===== src/rtl/arbitro_planificador.sv =====
// Two-VC weighted arbiter: picks one source VC per cycle toward a non-paused destination.
// Optional anti-starvation guard for VC1 is enabled with macro ARB_STARVATION_GUARD_EN.
module arbitro_planificador #(
    parameter int WEIGHT = 4
) (
    input  logic       clk,
    input  logic       reset_L,
    input  logic       arb_enable,
    input  logic       VC0_empty,
    input  logic       VC1_empty,
    input  logic       VC0_dest,
    input  logic       VC1_dest,
    input  logic       D0_pause,
    input  logic       D1_pause,
    output logic       VC0_pop,
    output logic       VC1_pop,
    output logic       valid_out,
    output logic       vc_sel,
    output logic       dest_out,
    output logic [1:0] arb_state,
    output logic [2:0] starve_cnt
);

    if (WEIGHT < 1 || WEIGHT > 7) begin : g_weight_chk
        $error("arbitro_planificador: WEIGHT must be in 1..7");
    end

    typedef enum logic [1:0] {
        IDLE = 2'd0,
        GNT0 = 2'd1,
        GNT1 = 2'd2
    } state_t;

    state_t state_q, state_d;
    logic   valid_q, valid_d;
    logic   sel_q,   sel_d;
    logic   dest_q,  dest_d;
    logic   elig0, elig1;
    logic   guard_fire;
    logic   gnt0, gnt1;

    // Pause is checked against the head word's own destination, so a blocked
    // VC never stalls the other one.
    assign elig0 = !VC0_empty && !(VC0_dest ? D1_pause : D0_pause);
    assign elig1 = !VC1_empty && !(VC1_dest ? D1_pause : D0_pause);

`ifdef ARB_STARVATION_GUARD_EN
    localparam logic [2:0] WEIGHT_C = 3'(WEIGHT);
    logic [2:0] starve_q, starve_d;

    assign guard_fire = (starve_q == WEIGHT_C) && elig1;

    always_comb begin
        starve_d = starve_q;
        if (arb_enable) begin
            if (gnt1 || !elig1)
                starve_d = 3'd0;
            else if (gnt0 && starve_q != WEIGHT_C)
                starve_d = starve_q + 3'd1;
        end
    end

    always_ff @(posedge clk or negedge reset_L) begin
        if (!reset_L) starve_q <= 3'd0;
        else          starve_q <= starve_d;
    end

    assign starve_cnt = starve_q;
`else
    assign guard_fire = 1'b0;
    assign starve_cnt = 3'd0;
`endif

    // Grant and next state are decided in one place so the pops and the
    // registered view can never disagree.
    always_comb begin
        gnt0    = 1'b0;
        gnt1    = 1'b0;
        state_d = IDLE;
        valid_d = 1'b0;
        sel_d   = sel_q;
        dest_d  = dest_q;
        if (reset_L && arb_enable) begin
            if (guard_fire)  gnt1 = 1'b1;
            else if (elig0)  gnt0 = 1'b1;
            else if (elig1)  gnt1 = 1'b1;
        end
        if (gnt0) begin
            state_d = GNT0;
            valid_d = 1'b1;
            sel_d   = 1'b0;
            dest_d  = VC0_dest;
        end else if (gnt1) begin
            state_d = GNT1;
            valid_d = 1'b1;
            sel_d   = 1'b1;
            dest_d  = VC1_dest;
        end
    end

    always_ff @(posedge clk or negedge reset_L) begin
        if (!reset_L) begin
            state_q <= IDLE;
            valid_q <= 1'b0;
            sel_q   <= 1'b0;
            dest_q  <= 1'b0;
        end else begin
            state_q <= state_d;
            valid_q <= valid_d;
            sel_q   <= sel_d;
            dest_q  <= dest_d;
        end
    end

    assign VC0_pop   = gnt0;
    assign VC1_pop   = gnt1;
    assign valid_out = valid_q;
    assign vc_sel    = sel_q;
    assign dest_out  = dest_q;
    assign arb_state = state_q;

endmodule


===== config.mk =====
export PLATFORM = sky130hd
export DESIGN_NAME = arbitro_planificador
export DESIGN_NICKNAME = d
export VERILOG_FILES = /design/src/rtl/arbitro_planificador.sv
export SDC_FILE = /design/constraint.sdc
export NUM_CORES = 1
export LEC_CHECK = 0
export CAP_MARGIN = 20
export CORE_AREA = 5 5 42 44
export CTS_CLUSTER_DIAMETER = 60
export DETAILED_ROUTE_END_ITERATION = 6
export DIE_AREA = 0 0 47 49
export HOLD_SLACK_MARGIN = 0.03
export PLACE_DENSITY = 0.55
export SYNTH_ARGS = -nofsm -noshare
export SYNTH_HDL_FRONTEND = slang
export SYNTH_SLANG_ARGS = --single-unit

===== constraint.sdc =====
create_clock -name clk -period 0.9 [get_ports clk]
set_input_delay 0.225 -clock clk [delete_from_list [all_inputs] [get_ports clk]]
set_output_delay 0.225 -clock clk [all_outputs]
set_load 0.01 [all_outputs]

==> out/metrics.csv, run 1 <==
metric,value,unit
status,finished with violations,
violations,negative setup slack,
p_per_area,1380,nW/µm²
met2_length,331,µm
finalNetCount,65,
finish.instance_area,553,µm²
setup_ws,-288,ps
reg2reg_to,dest_out,
dp.final_hpwl,565,µm
dp.cells,63,
hold_path_depth,3,
grt_use_total,0.0692,
drc,0,
worstHoldStart,VC0_empty,
met1_length,250,µm
hold-path-endpoint,arb_state[1],
std_cell_rows,14,
die_w,47,µm
top_cell,dfrtp_1,
ys_ff,5,
power_leakage,0.276,nW
avgViaCountPerCell,4.18,
dr.pass1.iters,1,
yosysChipArea,267,µm²
cts_root_buf,clkbuf_4,
warnings,29,
io_buffers,15,
finClkSkew,0,ps
clk_path_buf_depth,2,
gp_congestion,0.636,
hp-class,primary input to register,
period_needed,1190,ps
drive_above_1_share,0.673,
startpoint,VC1_dest,
setup_viol,10,
common_cells,"5 x dfrtp_1, 3 x buf_4, 2 x a21oi_1, 2 x nor2b_2",
synthTopCellsByArea,"dfrtp_1 47%, buf_4 8.5%, nor2b_2 6.6%",
worstPathCellList,buf_8 > nor2_4 > a32oi_2 > a211oi_2 > buf_2,
worstSetupEndpointType,output pin,
-- run 1: power breakdown --
part	internal, mW	switching, mW
sequential	0.251	0.00913
clock	0.167	0.0863
combinational	0.151	0.0980
total	0.569	0.193
-- run 1: logic make-up (layout without fill, tap and decap cells) --
kind of cell           after synthesis  count (layout)  share of synthesized area
buffers and inverters                3              31                     0.0845
flip-flops                           5               5                      0.469
AND-OR/OR-AND                        8               8                      0.235
AND/OR/NAND/NOR                      8               8                      0.197
other                                1               3                     0.0141
-- run 1: area by class of cell --
type	instances	area (µm²)	area share
repair buffers	27	205	0.371
multi-input cells	19	176	0.319
flip-flops and latches	5	125	0.226
clock buffers	4	26.3	0.0475
well taps	16	20.0	0.0362
-- run 1: worst max-delay path: cells and delay by family --
| family | cells | cell delay (ps) |
|---|---|---|
| AND-OR/OR-AND | 2 | 330 |
| buffers and inverters | 2 | 270 |
| AND/OR/NAND/NOR | 1 | 130 |
-- run 1: layer usage --
layer | GRT usage | up-vias
met5 | 0 | -
met4 | 0.0553 | 0
met3 | 0.0221 | 2
met2 | 0.0973 | 19
met1 | 0.0819 | 131
li1 | - | 145
-- run 1: placed cells by master (no fill, tap or decap), drive strengths merged --
cell            n
or2             1
nor2b           2
a21oi           2
dlygate4sd3     1
buf            22
nand2           1
nor3            1
dlygate4sd2     1
o31a            1
a32oi           1
nor4            1
nor3b           1
o21ai           1
nor2            1
clkdlybuf4s15   1
clkbuf          6
a211oi          2
o21ba           1
dfrtp           5
conb            3
-- run 1: what timing repair did --
item                                    in CTS  in global routing
gates resized                               57                  9
hold endpoints to repair                     0                  5
hold buffers                                 0                  1
endpoints found under the setup margin      12                 10
pin swaps                                    7                  4
setup buffers                                3                  2
-- run 1: state kept, by name, indices dropped and copies added, names as in the netlist --
signal and count:
arb_state 2, dest_out 1, valid_out 1, vc_sel 1
**Run 1: M3 wires**

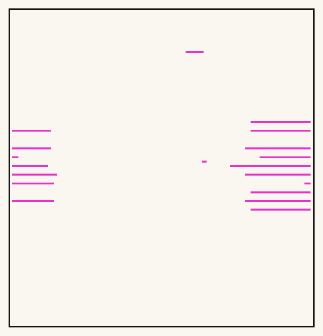
nets with wire on the layer	18
wire length on this layer	125 µm

**Run 1: pin placement**

Pins as bars across the die edge, other pins in gray.
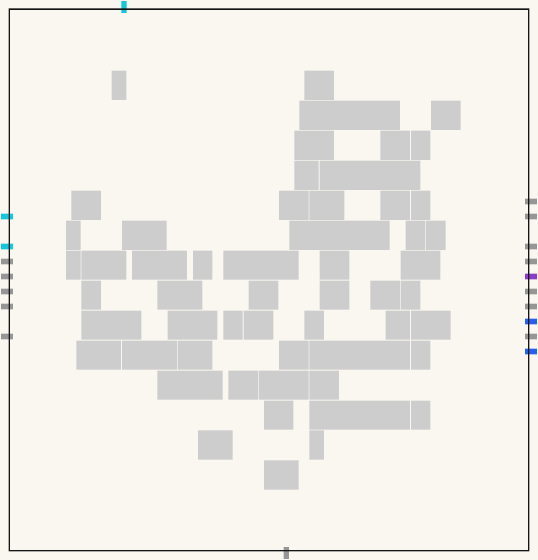
color	port	pins	direction	edge
blue	`arb_state`	2	output	right
purple	`clk`	1	input	right
cyan	`starve_cnt`	3	output	2 left, 1 top

**Run 1: placed standard cells**

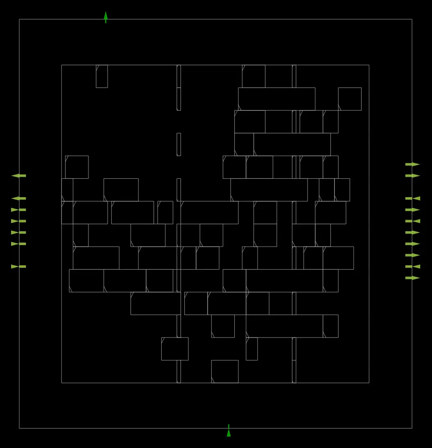
core area: 1400 µm²
Fillers: 154
Seq area share: 0.226
post-layout util: 0.395
# Taps: 16

**Run 1: cell area per tile**

9 x 10 tiles, from white (low) to dark blue (high), 0 to 100% covered.
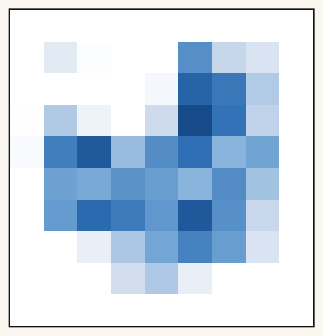

==> run 1 -> run 2 <==
--- a/config.mk
+++ b/config.mk
@@ -6,12 +6,14 @@
 export NUM_CORES = 1
 export LEC_CHECK = 0
 export CAP_MARGIN = 20
-export CORE_AREA = 5 5 42 44
+export CELL_PAD_IN_SITES_DETAIL_PLACEMENT = 0
+export CELL_PAD_IN_SITES_GLOBAL_PLACEMENT = 1
+export CORE_MARGIN = 5
+export CORE_UTILIZATION = 19
 export CTS_CLUSTER_DIAMETER = 60
 export DETAILED_ROUTE_END_ITERATION = 6
-export DIE_AREA = 0 0 47 49
 export HOLD_SLACK_MARGIN = 0.03
-export PLACE_DENSITY = 0.55
+export PLACE_DENSITY = 0.69
 export SYNTH_ARGS = -nofsm -noshare
 export SYNTH_HDL_FRONTEND = slang
 export SYNTH_SLANG_ARGS = --single-unit
**Run 2: cell area per tile**

9 x 9 tiles, from white (low) to dark blue (high), 0 to 100% covered.
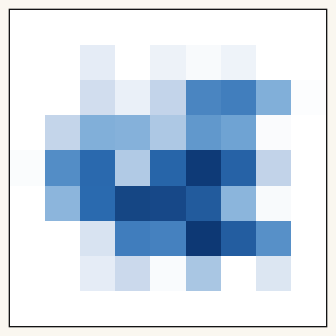
densest ninth of the die	middle
fullest tile	97%
nearly empty tiles	47%

==> out/metrics.csv, run 2 <==
metric,value,unit,change
postCtsHoldBufs,0,,unchanged
avgViaCountPerCell,4.41,,+5.5%
finish.instance_area,548,µm²,-0.90%
period_needed,1240,ps,+48.7 ps
grt_use_total,0.0907,,+0.0215
ir_worst_vdd,370,µV,
fa_ha_area_frac,0,,unchanged
warnings,29,,unchanged
grt_antenna_before_repair,0,,
synthTopCellsByArea,"dfrtp_1 47%, buf_4 8.5%, nor2b_2 6.6%",,
coreArea,1320,µm²,-6.0%
violations,negative setup slack,,
largest_reg_flops,2,,unchanged
gp_congestion,0.705,,+11%
antenna_left,0,,
layout_top_cells,"13 x buf_4, 6 x buf_2, 5 x dfrtp_1",,
common_cells,"5 x dfrtp_1, 3 x buf_4, 2 x a21oi_1, 2 x nor2b_2",,
finClkSkew,0,ps,unchanged
crit_arrival,1010,ps,
drive_above_1_share,0.655,,-0.0182
synth.mux.area_fraction,0,,unchanged
die-area,2250,µm²,
post_cts_buffers,3,,unchanged
cts_resized,57,,unchanged
clk_path_buf_depth,2,,unchanged
gr-total-overflow,0,,
io_buffers,15,,unchanged
xor_area_frac,0,,unchanged
die_w,47.5,µm,+0.96%
p_per_area,1390,nW/µm²,+0.49%
insertion_delay,240,ps,
dp.final_hpwl,695,µm,+23%
setup_viol,10,,unchanged
hp-class,primary input to asynchronous set/reset pin,,
dr.pass1.iters,2,,+1
logic_family,AND-OR/OR-AND gates,,
ys.flop_type,dfrtp_1,,
aoi_share,0.235,,unchanged
dp.cells,61,,-3.2%
setup_ws,-337,ps,-48.7 ps
ys_ff,5,,unchanged
std_cell_rows,13,,-1
drc,0,,unchanged
top_cell,dfrtp_1,,
lay_top_count,buf_4,,
cts_root_buf,clkbuf_4,,
power_leakage,0.278,nW,+0.93%
simple_gate_share,0.197,,unchanged
status,finished with violations,,
top_cell_area_share,0.469,,
worstSetupEndpointType,output pin,,
yosysChipArea,267,µm²,unchanged
finalNetCount,65,,unchanged
[run 2: path summary, 6_finish.rpt]
path                       depth (start not counted)           end      start
max                                                5       VC1_pop   VC1_dest
min                                                2  arb_state[1]    reset_L
max reg2reg                                        2      dest_out   dest_out
min reg2reg                                        2      dest_out   dest_out
max in group asynchronous                          2     valid_out    reset_L
min in group clk                                   4  arb_state[1]  VC0_empty
[run 2: stage by stage]
| step | setup TNS, ps | util | total power, mW |
|---|---|---|---|
| 4_1_cts | -1310 | 0.399 | 0.751 |
| 3_5_place_dp | -6690 | 0.385 | 0.493 |
| 6_report | -1210 | 0.416 | 0.759 |
| 3_3_place_gp | -6380 | 0.385 | 0.485 |
| 2_1_floorplan | -571 | - | 0.351 |
| 5_1_grt | -1500 | 0.416 | 0.812 |
[run 2: worst max-delay path, cell delays in order]
cell and delay [ps]:
buf_8 100, nor2_4 130, a32oi_2 130, a211oi_2 240, buf_2 180
[run 2: metal layers]
layer	vias to the layer above	global-route usage	share of wire
met5	-	0	0
met4	0	0.0829	0.017
met3	2	0.0263	0.15
met2	18	0.147	0.50
met1	142	0.0932	0.33
li1	147	-	-
[run 2: report_power, final]
group	leakage, nW	switching (mW)	internal, mW
Sequential	0.0646	0.0110	0.251
Combinational	0.199	0.0985	0.141
Clock	0.0150	0.0899	0.167
[run 2: cell families after synthesis]
group,after synthesis
DFF,5
other,1
AOI/OAI and AO/OA,8
and+or+nand+nor,8
buffers and inverters,3
[run 2: area by class of cell]
| class | count | area [µm²] |
|---|---|---|
| clock buffers | 4 | 26.3 |
| fillers | 140 | 769 |
| multi-input cells | 19 | 170 |
| flip-flops and latches | 5 | 125 |
| well taps | 15 | 18.8 |
| repair buffers | 27 | 208 |
==> run 2 -> run 3 <==
--- a/config.mk
+++ b/config.mk
@@ -5,12 +5,11 @@
 export SDC_FILE = /design/constraint.sdc
 export NUM_CORES = 1
 export LEC_CHECK = 0
-export CAP_MARGIN = 20
 export CELL_PAD_IN_SITES_DETAIL_PLACEMENT = 0
 export CELL_PAD_IN_SITES_GLOBAL_PLACEMENT = 1
 export CORE_MARGIN = 5
 export CORE_UTILIZATION = 19
-export CTS_CLUSTER_DIAMETER = 60
+export CTS_CLUSTER_DIAMETER = 200
 export DETAILED_ROUTE_END_ITERATION = 6
 export HOLD_SLACK_MARGIN = 0.03
 export PLACE_DENSITY = 0.69
**Run 3: clock distribution**

Bar = 10 µm.
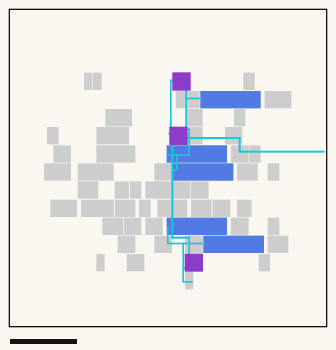
[cyan] clock wires | length: 92.0 µm
[blue] flip-flops | count: 5
[purple] clock-net drivers | count: 3
flops lie	middle
routed clock nets	4

==> out/metrics.csv, run 3 <==
metric,value,unit,change
fp_util,0.202,,
finish.utilization,0.416,,unchanged
setup_ws,-337,ps,unchanged
crit_arrival,1010,ps,about the same
swShare,0.263,,unchanged
cts_root_buf,clkbuf_4,,
clk_path_buf_depth,2,,unchanged
internal_power,0.560,mW,unchanged
critical_path.max_stage_delay,240,ps,about the same
top_cell_area_share,0.469,,unchanged
yosysChipArea,267,µm²,unchanged
reg2reg_depth,2,,unchanged
status,finished with violations,,
edf_count,0,,
grt_antenna_before_repair,0,,unchanged
holdWs,40.2,ps,
grt_use_met1,0.0932,,unchanged
dp.final_hpwl,695,µm,unchanged
grt_util_met2,0.147,,unchanged
dp_slack,-1250,ps,
largest_reg_flops,2,,unchanged
setup_viol,10,,unchanged
reg2reg_setup_slack,0,ps,
grt_use_total,0.0907,,unchanged
drc,0,,unchanged
ys_ff,5,,unchanged
synthTopCellsByArea,"dfrtp_1 47%, buf_4 8.5%, nor2b_2 6.6%",,
top_cell,dfrtp_1,,
antenna_left,0,,unchanged
worstPathCellList,buf_8 > nor2_4 > a32oi_2 > a211oi_2 > buf_2,,
die-area,2250,µm²,unchanged
insertion_delay,240,ps,about the same
gr-total-overflow,0,,unchanged
postCtsHoldBufs,0,,unchanged
dp.cells,61,,unchanged
power_leakage,0.278,nW,unchanged
ir_worst_vdd,370,µV,unchanged
crit_slowest_cell,a211oi_2,,
path_buffers,2,,unchanged
power.switching,0.199,mW,unchanged
gp_congestion,0.705,,unchanged
comb_power_share,0.316,,about the same
via_count,309,,
required,670,ps,
reg2reg_to,dest_out,,
io_buffers,15,,unchanged
critPathTopFamily,AND-OR/OR-AND gates,,
seqPwrFrac,0.345,,about the same
reg2reg_from,dest_out,,
violations,negative setup slack,,
p_per_area,1390,nW/µm²,unchanged
finalNetCount,65,,unchanged
drive_above_1_share,0.655,,unchanged
std_cell_rows,13,,unchanged
period_needed,1240,ps,unchanged
finalCritPeriodShare,1.37,,
common_cells,"5 x dfrtp_1, 3 x buf_4, 2 x a21oi_1, 2 x nor2b_2",,
dr.pass1.iters,2,,unchanged
finClkSkew,0,ps,unchanged
worstSetupEndpointType,output pin,,
gr-max-usage-layer,met2,,
coreArea,1320,µm²,unchanged
avgViaCountPerCell,4.41,,unchanged
ys.flop_type,dfrtp_1,,
layout_top_cells,"13 x buf_4, 6 x buf_2, 5 x dfrtp_1",,
lay_top_count,buf_4,,
die_w,47.5,µm,unchanged
p_clk_frac,0.339,,about the same
warnings,29,,unchanged
hp-class,primary input to asynchronous set/reset pin,,
grt_use_met3,0.0263,,unchanged
run 3: how the worst max path moves through the flow:
stage                   from       to  slack [ps]  depth (start not counted)
floorplan           D0_pause  VC1_pop        -150                          3
global placement    D0_pause  VC1_pop       -1190                          5
detailed placement  D0_pause  VC1_pop       -1250                          5
CTS                 VC1_dest  VC1_pop        -340                          5
global route        VC1_dest  VC1_pop        -360                          5
finish              VC1_dest  VC1_pop        -340                          5
run 3: metal layers:
metal	share of wire	routed length, µm
met1	0.33	290
met2	0.50	433
met3	0.15	133
met4	0.017	15
met5	0	0
run 3: cell families after synthesis:
family | Yosys count | share of synthesized area
other cells | 1 | 0.0141
simple gates | 8 | 0.197
buf+inv | 3 | 0.0845
compound gates | 8 | 0.235
flops | 5 | 0.469
run 3: repair_timing:
| action | in CTS | in global routing |
|---|---|---|
| pin swaps | 6 | 0 |
| buffers inserted | 3 | 2 |
| setup endpoints to repair | 12 | 10 |
| gates cloned | 0 | 0 |
| hold endpoints to repair | 0 | 0 |
| resized | 57 | 5 |
run 3: metrics by stage:
stage | TNS, ps | power [mW] | instance area [µm²]
finish | -1210 | 0.759 | 548
floorplan | -571 | 0.351 | 308
detailed placement | -6690 | 0.493 | 507
global route | -1500 | 0.812 | 548
CTS | -1310 | 0.751 | 526
global placement | -6380 | 0.485 | 507
run 3: layout make-up:
type / count / area (µm²)
fill: 140 / 769
multi-input combinational: 19 / 170
tap: 15 / 18.8
clock buffer: 4 / 26.3
sequential: 5 / 125
timing repair buffer: 27 / 208
run 3: power groups by stage:
stage	combinational, mW	clock [mW]	sequential (mW)
after floorplan	0.0724	0	0.279
after global placement	0.220	0	0.265
after detailed placement	0.225	0	0.268
after CTS	0.220	0.269	0.262
after global routing	0.257	0.289	0.266
final	0.240	0.257	0.262
Power and IR drop assume default switching activity.
